[config.mk]
export PLATFORM = sky130hd
export DESIGN_NAME = ex_branch_stage_flat
export DESIGN_NICKNAME = d
export VERILOG_FILES = /design/src/rtl/ex_branch_if.sv /design/src/rtl/ex_branch_stage.sv /design/src/flat_wrapper.sv
export SDC_FILE = /design/constraint.sdc
export NUM_CORES = 1
export LEC_CHECK = 0
export CAP_MARGIN = 20
export CORE_ASPECT_RATIO = 1.75
export CORE_MARGIN = 2
export CORE_UTILIZATION = 40
export DETAILED_ROUTE_END_ITERATION = 16
export DONT_BUFFER_PORTS = 1
export PLACE_DENSITY_LB_ADDON = 0.08
export SYNTH_ARGS = -nofsm -noshare
export SYNTH_HDL_FRONTEND = slang
export SYNTH_SLANG_ARGS = --single-unit
[constraint.sdc]
create_clock -name clk -period 6.2 [get_ports clk]
set_input_delay 0.93 -clock clk [delete_from_list [all_inputs] [get_ports clk]]
set_output_delay 0.93 -clock clk [all_outputs]
set_load 0.02 [all_outputs]
[src/rtl/ex_branch_if.sv]
// Handshake bundle for the EX->MEM branch stage.
// Covers the upstream ALU side, the MEM side, the fetch redirect and the statistics.
interface ex_branch_if #(
    parameter int DATA_W = 32,
    parameter int ADDR_W = 32,
    parameter int CNT_W  = 16
);
    logic              in_valid;
    logic              in_ready;
    logic [DATA_W-1:0] in_result;
    logic              in_bgt;
    logic              in_beq;
    logic              in_bne;
    logic [1:0]        in_br_type;
    logic [ADDR_W-1:0] in_pc;
    logic [ADDR_W-1:0] in_imm;
    logic [4:0]        in_rd;
    logic              in_wb_en;
    logic              out_valid;
    logic              out_ready;
    logic [DATA_W-1:0] out_result;
    logic [4:0]        out_rd;
    logic              out_wb_en;
    logic              redirect_valid;
    logic [ADDR_W-1:0] redirect_pc;
    logic [CNT_W-1:0]  br_count;
    logic [CNT_W-1:0]  taken_count;

    modport slave (
        input  in_valid, in_result, in_bgt, in_beq, in_bne,
        input  in_br_type, in_pc, in_imm, in_rd, in_wb_en,
        input  out_ready,
        output in_ready, out_valid, out_result, out_rd, out_wb_en,
        output redirect_valid, redirect_pc, br_count, taken_count
    );

    modport master (
        output in_valid, in_result, in_bgt, in_beq, in_bne,
        output in_br_type, in_pc, in_imm, in_rd, in_wb_en,
        output out_ready,
        input  in_ready, out_valid, out_result, out_rd, out_wb_en,
        input  redirect_valid, redirect_pc, br_count, taken_count
    );
endinterface

[src/rtl/ex_branch_stage.sv]
// EX->MEM stage: registers ALU results, resolves branches, squashes wrong path.
// A main register plus one skid entry keep the handshake fully registered.
module ex_branch_stage #(
    parameter int DATA_W     = 32,
    parameter int ADDR_W     = 32,
    parameter int KILL_SLOTS = 2,
    parameter int CNT_W      = 16
) (
    input  logic         clk,
    input  logic         rst,
    ex_branch_if.slave   bus
);
    logic              r_main_valid;
    logic [DATA_W-1:0] r_main_result;
    logic [4:0]        r_main_rd;
    logic              r_main_wb_en;
    logic              r_skid_valid;
    logic [DATA_W-1:0] r_skid_result;
    logic [4:0]        r_skid_rd;
    logic              r_skid_wb_en;
    logic [3:0]        r_kill;
    logic              r_redir_valid;
    logic [ADDR_W-1:0] r_redir_pc;
    logic [CNT_W-1:0]  r_br_cnt;
    logic [CNT_W-1:0]  r_tk_cnt;

    logic              w_accept;
    logic              w_squash;
    logic              w_push;
    logic              w_drain;
    logic              w_is_br;
    logic              w_taken;
    logic              w_wb_en;
    logic [ADDR_W-1:0] w_target;

    assign bus.in_ready = !r_skid_valid && !rst;
    assign w_accept     = bus.in_valid && bus.in_ready;
    assign w_squash     = (r_kill != 4'd0);
    assign w_push       = w_accept && !w_squash;
    assign w_drain      = r_main_valid && bus.out_ready;
    assign w_is_br      = (bus.in_br_type != 2'b00);
    assign w_wb_en      = bus.in_wb_en && !w_is_br;
    assign w_target     = bus.in_pc + (bus.in_imm << 2);

    always_comb begin
        w_taken = 1'b0;
        case (bus.in_br_type)
            2'b01:   w_taken = bus.in_beq;
            2'b10:   w_taken = bus.in_bne;
            2'b11:   w_taken = bus.in_bgt;
            default: w_taken = 1'b0;
        endcase
    end

    // Skid only fills when main is held; it always empties into main first.
    always_ff @(posedge clk or posedge rst) begin
        if (rst) begin
            r_main_valid  <= 1'b0;
            r_main_result <= '0;
            r_main_rd     <= '0;
            r_main_wb_en  <= 1'b0;
            r_skid_valid  <= 1'b0;
            r_skid_result <= '0;
            r_skid_rd     <= '0;
            r_skid_wb_en  <= 1'b0;
        end else if (w_drain) begin
            if (r_skid_valid) begin
                r_main_result <= r_skid_result;
                r_main_rd     <= r_skid_rd;
                r_main_wb_en  <= r_skid_wb_en;
                r_skid_valid  <= 1'b0;
            end else if (w_push) begin
                r_main_result <= bus.in_result;
                r_main_rd     <= bus.in_rd;
                r_main_wb_en  <= w_wb_en;
            end else begin
                r_main_valid  <= 1'b0;
            end
        end else if (w_push) begin
            if (!r_main_valid) begin
                r_main_valid  <= 1'b1;
                r_main_result <= bus.in_result;
                r_main_rd     <= bus.in_rd;
                r_main_wb_en  <= w_wb_en;
            end else begin
                r_skid_valid  <= 1'b1;
                r_skid_result <= bus.in_result;
                r_skid_rd     <= bus.in_rd;
                r_skid_wb_en  <= w_wb_en;
            end
        end
    end

    always_ff @(posedge clk or posedge rst) begin
        if (rst) begin
            r_kill        <= 4'd0;
            r_redir_valid <= 1'b0;
            r_redir_pc    <= '0;
            r_br_cnt      <= '0;
            r_tk_cnt      <= '0;
        end else begin
            r_redir_valid <= w_push && w_taken;
            if (w_push && w_taken) begin
                r_redir_pc <= w_target;
            end
            if (w_accept) begin
                if (w_squash) begin
                    r_kill <= r_kill - 4'd1;
                end else if (w_taken) begin
                    r_kill <= 4'(KILL_SLOTS);
                end
            end
            if (w_push && w_is_br) begin
                if (r_br_cnt != '1) begin
                    r_br_cnt <= r_br_cnt + CNT_W'(1);
                end
                if (w_taken && (r_tk_cnt != '1)) begin
                    r_tk_cnt <= r_tk_cnt + CNT_W'(1);
                end
            end
        end
    end

    assign bus.out_valid      = r_main_valid;
    assign bus.out_result     = r_main_result;
    assign bus.out_rd         = r_main_rd;
    assign bus.out_wb_en      = r_main_wb_en;
    assign bus.redirect_valid = r_redir_valid;
    assign bus.redirect_pc    = r_redir_pc;
    assign bus.br_count       = r_br_cnt;
    assign bus.taken_count    = r_tk_cnt;
endmodule

[src/flat_wrapper.sv]
// flat-port wrapper written by rule: the top's interface ports become plain ports
module ex_branch_stage_flat 
#(
    parameter int DATA_W     = 32,
    parameter int ADDR_W     = 32,
    parameter int KILL_SLOTS = 2,
    parameter int CNT_W      = 16
)
  (clk, rst, bus_in_valid, bus_in_result, bus_in_bgt, bus_in_beq, bus_in_bne, bus_in_br_type, bus_in_pc, bus_in_imm, bus_in_rd, bus_in_wb_en, bus_out_ready, bus_in_ready, bus_out_valid, bus_out_result, bus_out_rd, bus_out_wb_en, bus_redirect_valid, bus_redirect_pc, bus_br_count, bus_taken_count);
  ex_branch_if #(.DATA_W(DATA_W), .ADDR_W(ADDR_W), .CNT_W(CNT_W)) bus_i ();
  input  logic clk;
  input  logic rst;
  input wire logic [$bits(bus_i.in_valid)-1:0] bus_in_valid;
  input wire logic [$bits(bus_i.in_result)-1:0] bus_in_result;
  input wire logic [$bits(bus_i.in_bgt)-1:0] bus_in_bgt;
  input wire logic [$bits(bus_i.in_beq)-1:0] bus_in_beq;
  input wire logic [$bits(bus_i.in_bne)-1:0] bus_in_bne;
  input wire logic [$bits(bus_i.in_br_type)-1:0] bus_in_br_type;
  input wire logic [$bits(bus_i.in_pc)-1:0] bus_in_pc;
  input wire logic [$bits(bus_i.in_imm)-1:0] bus_in_imm;
  input wire logic [$bits(bus_i.in_rd)-1:0] bus_in_rd;
  input wire logic [$bits(bus_i.in_wb_en)-1:0] bus_in_wb_en;
  input wire logic [$bits(bus_i.out_ready)-1:0] bus_out_ready;
  output wire logic [$bits(bus_i.in_ready)-1:0] bus_in_ready;
  output wire logic [$bits(bus_i.out_valid)-1:0] bus_out_valid;
  output wire logic [$bits(bus_i.out_result)-1:0] bus_out_result;
  output wire logic [$bits(bus_i.out_rd)-1:0] bus_out_rd;
  output wire logic [$bits(bus_i.out_wb_en)-1:0] bus_out_wb_en;
  output wire logic [$bits(bus_i.redirect_valid)-1:0] bus_redirect_valid;
  output wire logic [$bits(bus_i.redirect_pc)-1:0] bus_redirect_pc;
  output wire logic [$bits(bus_i.br_count)-1:0] bus_br_count;
  output wire logic [$bits(bus_i.taken_count)-1:0] bus_taken_count;
  assign bus_i.in_valid = bus_in_valid;
  assign bus_i.in_result = bus_in_result;
  assign bus_i.in_bgt = bus_in_bgt;
  assign bus_i.in_beq = bus_in_beq;
  assign bus_i.in_bne = bus_in_bne;
  assign bus_i.in_br_type = bus_in_br_type;
  assign bus_i.in_pc = bus_in_pc;
  assign bus_i.in_imm = bus_in_imm;
  assign bus_i.in_rd = bus_in_rd;
  assign bus_i.in_wb_en = bus_in_wb_en;
  assign bus_i.out_ready = bus_out_ready;
  assign bus_in_ready = bus_i.in_ready;
  assign bus_out_valid = bus_i.out_valid;
  assign bus_out_result = bus_i.out_result;
  assign bus_out_rd = bus_i.out_rd;
  assign bus_out_wb_en = bus_i.out_wb_en;
  assign bus_redirect_valid = bus_i.redirect_valid;
  assign bus_redirect_pc = bus_i.redirect_pc;
  assign bus_br_count = bus_i.br_count;
  assign bus_taken_count = bus_i.taken_count;
  ex_branch_stage #(.DATA_W(DATA_W), .ADDR_W(ADDR_W), .KILL_SLOTS(KILL_SLOTS), .CNT_W(CNT_W)) u_core (.clk(clk), .rst(rst), .bus(bus_i));
endmodule
==> run_1/final_clocks.png <==
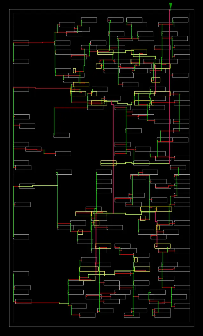
power dissipated in the clock network: 1020 uW
number of sinks on the clock net: 147

==> run_1/met4.png <==
Supply wires on this layer in grey.
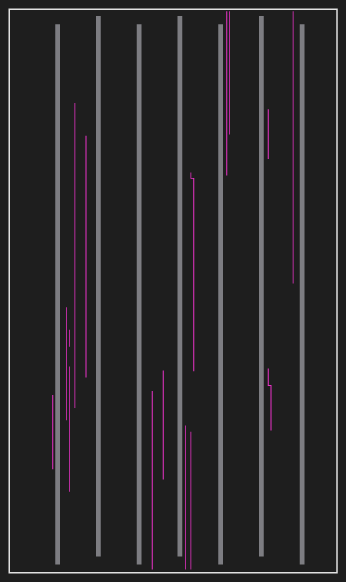
The longest straight run is 101 um. The layer carries 769 um of wire.
via count: 5488
total routed wirelength: 19.1 mm

==> tab_implementation.tex, run 1 <==
% Yosys + OpenROAD metrics
\begin{tabular}{lr}
\hline
Metric & Value \\
\hline
\multicolumn{2}{l}{\textbf{Layout}} \\
\quad Filler Cells Inserted & 1828 \\
\quad Fraction of layout instances using a drive strength above 1 & 12.7\% \\
\quad Number of nets at the end of the flow & 888 \\
\quad \# diodes & 0 \\
\quad Area growth from synthesis to final layout & 10.5\% \\
\multicolumn{2}{l}{\textbf{Timing}} \\
\quad Total of endpoints with negative setup slack in the final report & 0 \\
\quad Max\_slew headroom & 41.2\% \\
\quad Achievable Freq & 0.333 GHz \\
\quad Setup repair after global routing missed its margin & false \\
\quad Setup clock skew after layout & 12.3 ps \\
\quad Period utilisation layout & 48.4\% \\
\quad Setup slack after layout & 3200 ps \\
\quad Max Slew Vio Count & 0 \\
\quad Aggregate negative setup slack & 0 ps \\
\quad Worst Tran Pin Value & 882 ps \\
\quad Post-layout minimum cycle time & 3000 ps \\
\quad Number of hold violations in the final report & 0 \\
\multicolumn{2}{l}{\textbf{Yosys}} \\
\quad Net Count, Synth & 897 \\
\quad Yosys adder share & 5.48\% \\
\quad Post-synthesis sequential element count & 147 \\
\quad Average cell area after synthesis & 10.2 um2 \\
\quad Post-synthesis cell type with the largest instance count & dfrtp\_1 \\
\quad Largest area contributor in the netlist & dfrtp\_1 \\
\quad Simple-gate area share of the yosys netlist & 12.8\% \\
\quad Area share of xor/xnor cells in the synthesized design & 6.72\% \\
\quad Biggest area contributors in the synthesized netlist & dfrtp\_1 48\%, mux2\_2 6.0\%, nand2\_1 5.5\%, ha\_1 5.2\%, o21ai\_0 5.2\% \\
\quad Distinct cells, synth & 53 \\
\quad Mux share & 11.0\% \\
\quad Ranking of synthesized cells by instance count & 147 x dfrtp\_1, 113 x nand2\_1, 79 x o21ai\_0, 41 x mux2\_2, 39 x xnor2\_1 \\
\quad Synthesized chip area reported by yosys & 0.00767 mm2 \\
\quad EDFF count, synth & 0 \\
\quad Top FF cell, synth & dfrtp\_1 \\
\quad Top-area cell share & 48.0\% \\
\quad Sequential fraction of the synthesis area & 48.0\% \\
\quad Fraction of registers with async set/reset & 100\% \\
\multicolumn{2}{l}{\textbf{Power}} \\
\quad Reg power frac & 53.0\% \\
\quad Power density over cell area & 387 mW/mm2 \\
\quad Switching component of the power & 1200 uW \\
\quad Share of power burned in the clock network & 31.2\% \\
\quad Net Sw Frac & 36.6\% \\
\quad Comb pwr share & 15.8\% \\
\quad Internal Dissipation & 2080 uW \\
\quad Leakage power summed over all cells & 0.00426 uW \\
\multicolumn{2}{l}{\textbf{Setup path}} \\
\quad Worst path cell trace & ha\_1 -> a21o\_1 -> a21o\_1 -> nor4\_1 -> o22ai\_1 -> a21bo\_2 -> a31oi\_1 -> mux2i\_1 -> o22ai\_1 \\
\quad Largest fanout on the critical path & 5 \\
\quad Cell family with most CP delay & AND-OR/OR-AND gates \\
\quad Count of buffer and inverter cells on the critical path & 0 \\
\quad CP max stage delay & 530 ps \\
\quad Worst EP required & 6490 ps \\
\quad CP arrival & 3290 ps \\
\quad Critical Setup Path Class & in -> reg \\
\quad Critical Path Sink Type & register \\
\quad Critical path launch point type & primary input \\
\multicolumn{2}{l}{\textbf{Drt}} \\
\quad Violation count after the first detailed-route iteration & 217 \\
\quad Antenna Violating Nets Remaining & 0 \\
\quad Detailed-route DRC error count & 0 \\
\quad Mean number of vias per cell & 5.50 \\
\multicolumn{2}{l}{\textbf{Global routing}} \\
\quad Total overflow reported by the global router & 0 \\
\quad Largest net degree at the start of global routing & 97 \\
\quad Wire length of the first global-routing pass & 30.5 mm \\
\multicolumn{2}{l}{\textbf{Clock tree}} \\
\quad H-tree depth reported by CTS & 4 \\
\quad Clock tree from TritonCTS & built \\
\quad Clk root buf & clkbuf\_16 \\
\quad Total clock buffers created by CTS & 17 \\
\quad Post-CTS setup buffers & 0 \\
\quad Hold-fix buffers, CTS & 0 \\
\quad Quantity of gates resized following cts & 0 \\
\quad Clock transition at the registers of the reported paths & 70 ps \\
\multicolumn{2}{l}{\textbf{Placement}} \\
\quad Gp weighted congestion & 0.817 \\
\quad Post-DP HPWL & 14.3 mm \\
\quad Count of buffers from port buffering & 0 \\
\quad Post-place setup slack & 2760 ps \\
\multicolumn{2}{l}{\textbf{Status}} \\
\quad Run status & complete, no violations \\
\multicolumn{2}{l}{\textbf{Floorplan}} \\
\quad Die Area & 0.0203 mm2 \\
\quad Number of ports placed on the die boundary & 216 \\
\quad Std-Cell Core Area & 0.0189 mm2 \\
\multicolumn{2}{l}{\textbf{Flow run}} \\
\quad Tool Warnings & 28 \\
\quad Number of violations of the max-capacitance limit & 0 \\
\multicolumn{2}{l}{\textbf{Worst hold path}} \\
\quad Worst hold-check path type & reg -> reg \\
\hline
\end{tabular}
==> run_1/zoom.png <==
Bar = 10 um. Window x 39 to 69, y 79 to 109 um. Cells in grey, sequential cells in the stronger grey; small squares are vias.
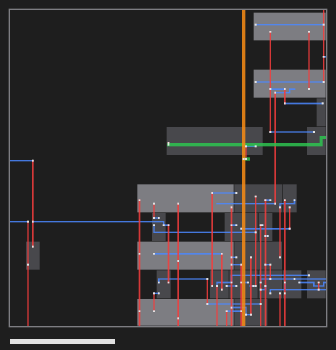
Key: orange = met4; green = met3; red = met2; blue = met1
Sequential cells in the window: 5. Most frequent: dfrtp_1 (5). 21 logic cells have their middle in the window. Netlist names of flops here include u_core.r_kill (3).

==> run_1/metal_stack.png <==
Only two layers are drawn.
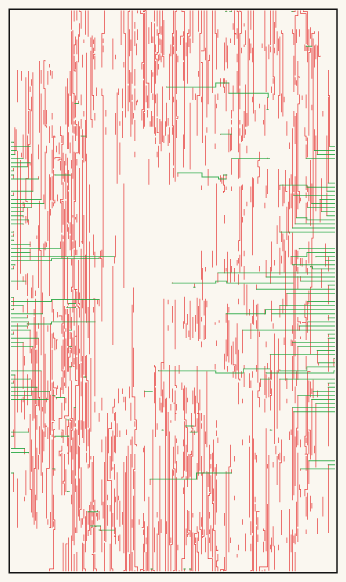
Key: red = met2 [wire length 10400 um]; green = met3 [wire length 1280 um]
routed wire length per instance: 19.2 um
GRT Resource Usage Total: 19.5%

run 1: worst paths after layout:
check | start | end | slack [ps] | cells after the start
worst max-delay path | bus_in_imm[4] | u_core.bus.redirect_pc[28] | 3200 | 9
worst min-delay path | u_core.r_skid_wb_en | u_core.r_skid_wb_en | 490 | 2
worst max register to register | u_core.r_skid_valid | u_core.bus.taken_count[7] | 3260 | 9
worst min register to register | u_core.r_skid_wb_en | u_core.r_skid_wb_en | 490 | 2
max in group asynchronous | rst | u_core.bus.taken_count[15] | 4380 | 2
min in group asynchronous | rst | u_core.r_skid_valid | 570 | 1
run 1: cell usage in the layout (no fill, tap or decap), drive strengths merged, types with 2 or more instances in the layout:
cell / instances
buf: 5
a221oi: 3
a21oi: 33
clkinvlp: 3
dfrtp: 147
clkinv: 6
xor2: 19
and3: 6
nor3: 9
mux2i: 38
mux2: 41
and2: 6
a211oi: 4
nor2b: 3
o21ai: 81
and4: 3
a21o: 28
o22ai: 6
nand2: 113
nor4: 3
or2: 3
clkbuf: 21
a21bo: 2
nand4: 12
nand2b: 3
ha: 32
or3: 4
nand3: 17
bufinv: 2
xnor2: 39
nor2: 26
o21a: 2
inv: 20
a31oi: 6
run 1: worst min-delay path, stage by stage, from the launching register on:
cell,delay (ps)
dfrtp_1,340
nand2_1,40
o21ai_0,60
run 1: final cells by class:
cell class | instances | area (um2) | area share (%)
clock buffer | 21 | 460 | 5.43
timing repair buffer | 5 | 37.5 | 0.443
inverter | 20 | 80.1 | 0.944
clock inverter | 11 | 128 | 1.51
tap | 241 | 302 | 3.56
multi-input combinational | 553 | 3790 | 44.7
sequential | 147 | 3680 | 43.4
run 1: cells by family (layout without fill, tap and decap cells):
kind of cell | after synthesis | in the layout
AND-OR/OR-AND | 172 | 172
AND/OR/NAND/NOR | 211 | 211
XOR/XNOR | 58 | 58
buffers and inverters | 53 | 57
flip-flops | 147 | 147
multiplexers | 79 | 79
adder cells (fa/ha/maj) | 33 | 33
run 1: routing by layer:
layer / GRT usage [%] / vias to the layer above / share of wire, %
li1: - / 2633 / -
met1: 19.3 / 2638 / 35
met2: 36.4 / 183 / 55
met3: 5.40 / 34 / 6.7
met4: 9.07 / 0 / 4.0
met5: 0 / - / 0
run 1: registers in the layout, indices dropped and copies added, names as in the netlist, 4 cells and up:
signal and count:
u_core.bus.br_count 16, u_core.bus.out_rd 5, u_core.bus.out_result 32, u_core.bus.redirect_pc 32, u_core.bus.taken_count 16, u_core.r_kill 4, u_core.r_skid_rd 5, u_core.r_skid_result 32
run 1: power groups by stage:
stage          Sequential, uW  Clock (uW)  Combinational, uW
6_report                 1740        1020                519
5_1_grt                  1780        1100                609
4_1_cts                  1750        1050                528
3_5_place_dp             1770           0                526
3_3_place_gp             1760           0                501
2_1_floorplan            1670           0                426
run 1: per-stage QoR:
| stage | instance area [um2] | total power (uW) | hold slack (ps) | std cells |
|---|---|---|---|---|
| after detailed placement | 7890 | 2290 | 481 | 966 |
| after global routing | 8480 | 3490 | 511 | 998 |
| final | 8480 | 3290 | 489 | 998 |
| after CTS | 8480 | 3340 | 495 | 998 |
| after global placement | 7890 | 2260 | 471 | 966 |
| after floorplan | 7670 | 2100 | 451 | 753 |
==> run_1/met1.png <==
Supply wires on this layer in grey.
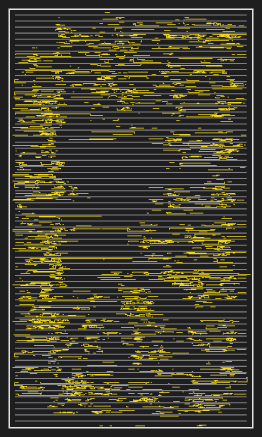

==> run 2: changes to the inputs <==
- clock period: 6.2 -> 3.05 ns (I/O delays scaled with it)
==> run_2/met1.png <==
Supply wires on this layer in grey.
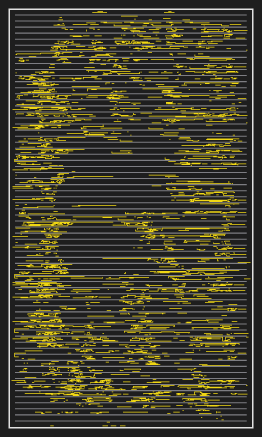
830 nets have wire on it. The longest straight run is 40.0 um.

==> run_2/zoom.png <==
Bar = 10 um. Window x 39 to 69, y 79 to 109 um. Cells in grey, sequential cells in the stronger grey; small squares are vias.
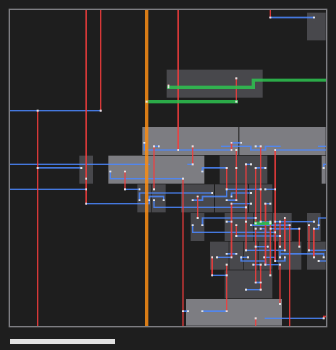

==> run 2 against run 1 <==
Clock skew decreased by 0.67 ps. Cell area increased by 1.5%. Die size unchanged. Register-to-register slack got worse by 2800 ps. Global-route usage about the same. Clock-buffer cell count unchanged. Sequential share of layout area decreased by 0.66 points.
==> tab_implementation.tex, run 2 <==
% Yosys + OpenROAD metrics
\begin{tabular}{lr}
\hline
Metric & Value \\
\hline
\multicolumn{2}{l}{\textbf{Global routing}} \\
\quad Busiest layer in global routing & met2 \\
\quad Total overflow reported by the global router & 0 (unchanged) \\
\quad GRT Resource Usage Total & 19.5\% (about the same) \\
\quad Largest net degree at the start of global routing & 77 (-21\%) \\
\quad Wire length of the first global-routing pass & 30.6 mm (+0.32\%) \\
\quad Met3 track utilization from global routing & 5.19\% (-0.21 points) \\
\quad M1 GR Usage & 19.3\% (-0.031 points) \\
\quad GR met2 Demand/Resource & 36.5\% (+0.12 points) \\
\multicolumn{2}{l}{\textbf{Yosys}} \\
\quad Fraction of registers with async set/reset & 100\% (unchanged) \\
\quad Largest area contributor in the netlist & dfrtp\_1 \\
\quad Synthesized chip area reported by yosys & 0.00767 mm2 (unchanged) \\
\quad Top FF cell, synth & dfrtp\_1 \\
\quad Sequential fraction of the synthesis area & 48.0\% (unchanged) \\
\quad Ranking of synthesized cells by instance count & 147 x dfrtp\_1, 113 x nand2\_1, 79 x o21ai\_0, 41 x mux2\_2, 39 x xnor2\_1 \\
\quad Distinct cells, synth & 53 (unchanged) \\
\quad Average cell area after synthesis & 10.2 um2 (unchanged) \\
\quad EDFF count, synth & 0 (unchanged) \\
\quad Post-synthesis sequential element count & 147 (unchanged) \\
\quad Top-area cell share & 48.0\% (unchanged) \\
\quad Biggest area contributors in the synthesized netlist & dfrtp\_1 48\%, mux2\_2 6.0\%, nand2\_1 5.5\%, ha\_1 5.2\%, o21ai\_0 5.2\% \\
\quad Cell count after synthesis & 753 \\
\quad Post-synthesis cell type with the largest instance count & dfrtp\_1 \\
\quad Net Count, Synth & 897 (unchanged) \\
\quad Synth warn & 0 \\
\multicolumn{2}{l}{\textbf{Clock tree}} \\
\quad Clk root buf & clkbuf\_16 \\
\quad Quantity of gates resized following cts & 0 (unchanged) \\
\quad Post-CTS setup buffers & 0 (unchanged) \\
\quad Hold-fix buffers, CTS & 0 (unchanged) \\
\quad Number of sinks on the clock net & 147 (unchanged) \\
\quad H-tree depth reported by CTS & 4 (unchanged) \\
\quad Clock transition at the registers of the reported paths & 60 ps (about the same) \\
\quad Clock tree from TritonCTS & built \\
\quad Total clock buffers created by CTS & 17 (unchanged) \\
\multicolumn{2}{l}{\textbf{Layout}} \\
\quad Top cell excl fill/tap & dfrtp\_1 \\
\quad Filler Cells Inserted & 1826 (-0.11\%) \\
\quad Area growth from synthesis to final layout & 12.2\% \\
\quad Most numerous logic cells after layout & 147 x dfrtp\_1, 112 x nand2\_1, 79 x o21ai\_0 \\
\quad Number of nets at the end of the flow & 899 (+1.2\%) \\
\quad \# diodes & 0 (unchanged) \\
\quad Fraction of layout instances using a drive strength above 1 & 13.9\% (+1.3 points) \\
\multicolumn{2}{l}{\textbf{Setup path}} \\
\quad Critical Setup Path Class & reg -> reg \\
\quad Cell count along the critical path & 10 (+1) \\
\quad Worst EP required & 3350 ps (-3140 ps) \\
\quad Critical path launch point type & register \\
\quad FF-to-FF path depth & 10 (+1) \\
\quad Critical Path Sink Type & register \\
\quad Count of buffer and inverter cells on the critical path & 2 (+2) \\
\quad Largest fanout on the critical path & 7 (+2) \\
\quad CP max stage delay & 450 ps (-80 ps) \\
\quad Cell family with most CP delay & simple AND/OR/NAND/NOR gates \\
\quad CP arrival & 2910 ps (-380 ps) \\
\quad Worst path cell trace & inv\_1 -> ha\_1 -> nor3b\_2 -> and3\_4 -> o21ai\_2 -> or2\_2 -> or3\_4 -> inv\_2 -> nand4\_1 -> xnor2\_1 \\
\multicolumn{2}{l}{\textbf{Timing}} \\
\quad Worst Tran Pin Value & 771 ps (-111 ps) \\
\quad Aggregate negative setup slack & 0 ps (unchanged) \\
\quad Max Slew Vio Count & 0 (unchanged) \\
\quad Post-layout minimum cycle time & 2620 ps \\
\quad Achievable Freq & 0.382 GHz \\
\quad Number of hold violations in the final report & 0 (unchanged) \\
\quad Setup clock skew after layout & 11.6 ps (-0.671 ps) \\
\quad Max\_slew headroom & 48.5\% (+7.3 points) \\
\quad Setup repair after global routing missed its margin & false \\
\quad Total of endpoints with negative setup slack in the final report & 0 (unchanged) \\
\quad Period utilisation layout & 85.8\% \\
\multicolumn{2}{l}{\textbf{Power}} \\
\quad Leakage power summed over all cells & 0.00432 uW (+1.5\%) \\
\quad Power density over cell area & 789 mW/mm2 (+100\%) \\
\quad Final total power & 6790 uW (+110\%) \\
\multicolumn{2}{l}{\textbf{Drt}} \\
\quad Routed wire length per instance & 19.3 um (+0.47\%) \\
\quad Violation count after the first detailed-route iteration & 193 (-11\%) \\
\quad Detailed-route DRC error count & 0 (unchanged) \\
\quad Total routed wirelength & 19.4 mm (+1.6\%) \\
\quad Via count & 5544 (+1.0\%) \\
\quad Antenna Violating Nets Remaining & 0 (unchanged) \\
\quad Mean number of vias per cell & 5.49 (about the same) \\
\multicolumn{2}{l}{\textbf{Status}} \\
\quad Run status & complete, no violations \\
\multicolumn{2}{l}{\textbf{Flow run}} \\
\quad Tool Warnings & 28 (unchanged) \\
\quad Number of violations of the max-capacitance limit & 0 (unchanged) \\
\multicolumn{2}{l}{\textbf{Placement}} \\
\quad Gp weighted congestion & 0.911 (+12\%) \\
\quad Count of buffers from port buffering & 0 (unchanged) \\
\quad Post-DP HPWL & 14.7 mm (+2.8\%) \\
\multicolumn{2}{l}{\textbf{Floorplan}} \\
\quad Number of ports placed on the die boundary & 216 (unchanged) \\
\quad Number of standard-cell rows in the floorplan & 67 \\
\quad Die Area & 0.0203 mm2 (unchanged) \\
\quad Std-Cell Core Area & 0.0189 mm2 (unchanged) \\
\multicolumn{2}{l}{\textbf{Worst hold path}} \\
\quad Worst hold-check path type & in -> async \\
\hline
\end{tabular}
run 2: report_power, final:
group | total (uW) | switching (uW) | internal [uW]
sequential | 3540 | 1030 | 2510
clock | 2170 | 838 | 1330
combinational | 1070 | 585 | 489
total | 6790 | 2450 | 4340
run 2: cell type report:
cell class	count	area (um2)	area share, %
multi-input combinational	553	3790	44.1
sequential	147	3680	42.7
clock buffer	21	460	5.35
tap	241	302	3.50
clock inverter	11	151	1.76
timing repair buffer	16	145	1.69
inverter	20	78.8	0.916
run 2: stage by stage:
step | worst slack, ps | hold WS (ps) | cells | cell area, um2
floorplan | 588 | 451 | 753 | 7670
global placement | 188 | 473 | 977 | 8000
detailed placement | 152 | 486 | 977 | 8000
CTS | 402 | 49.9 | 1009 | 8610
global route | 235 | 78.4 | 1009 | 8610
finish | 435 | 40.7 | 1009 | 8610
run 2: final timing paths:
| kind | start | endpoint | slack (ps) |
|---|---|---|---|
| worst max-delay path | u_core.r_kill[0] | u_core.bus.taken_count[7] | 430 |
| worst min-delay path | rst | u_core.r_skid_result[31] | 40 |
| worst max register to register | u_core.r_kill[0] | u_core.bus.taken_count[7] | 430 |
| worst min register to register | u_core.r_skid_wb_en | u_core.r_skid_wb_en | 500 |
| max in group asynchronous | rst | u_core.r_skid_result[7] | 2250 |
| min in group clk | bus_out_ready | u_core.r_skid_valid | 120 |
run 2: cells by family (layout without fill, tap and decap cells):
group                      Yosys count  after routing  share of synthesized area, %
buffers and inverters               53             68                          2.81
xor gates and xnor gates            58             58                          6.72
DFF                                147            147                          48.0
adders and majority gates           33             33                          5.48
AOI/OAI and AO/OA                  172            172                          13.2
and+or+nand+nor                    211            211                          12.8
muxes                               79             79                          11.0
run 2: per-layer routing:
layer,routed length [um],vias to the layer above
met3,1290,45
met5,16,-
met4,689,2
met1,6660,2684
met2,10800,174
li1,-,2639
Power is estimated from default activity; no workload was simulated.
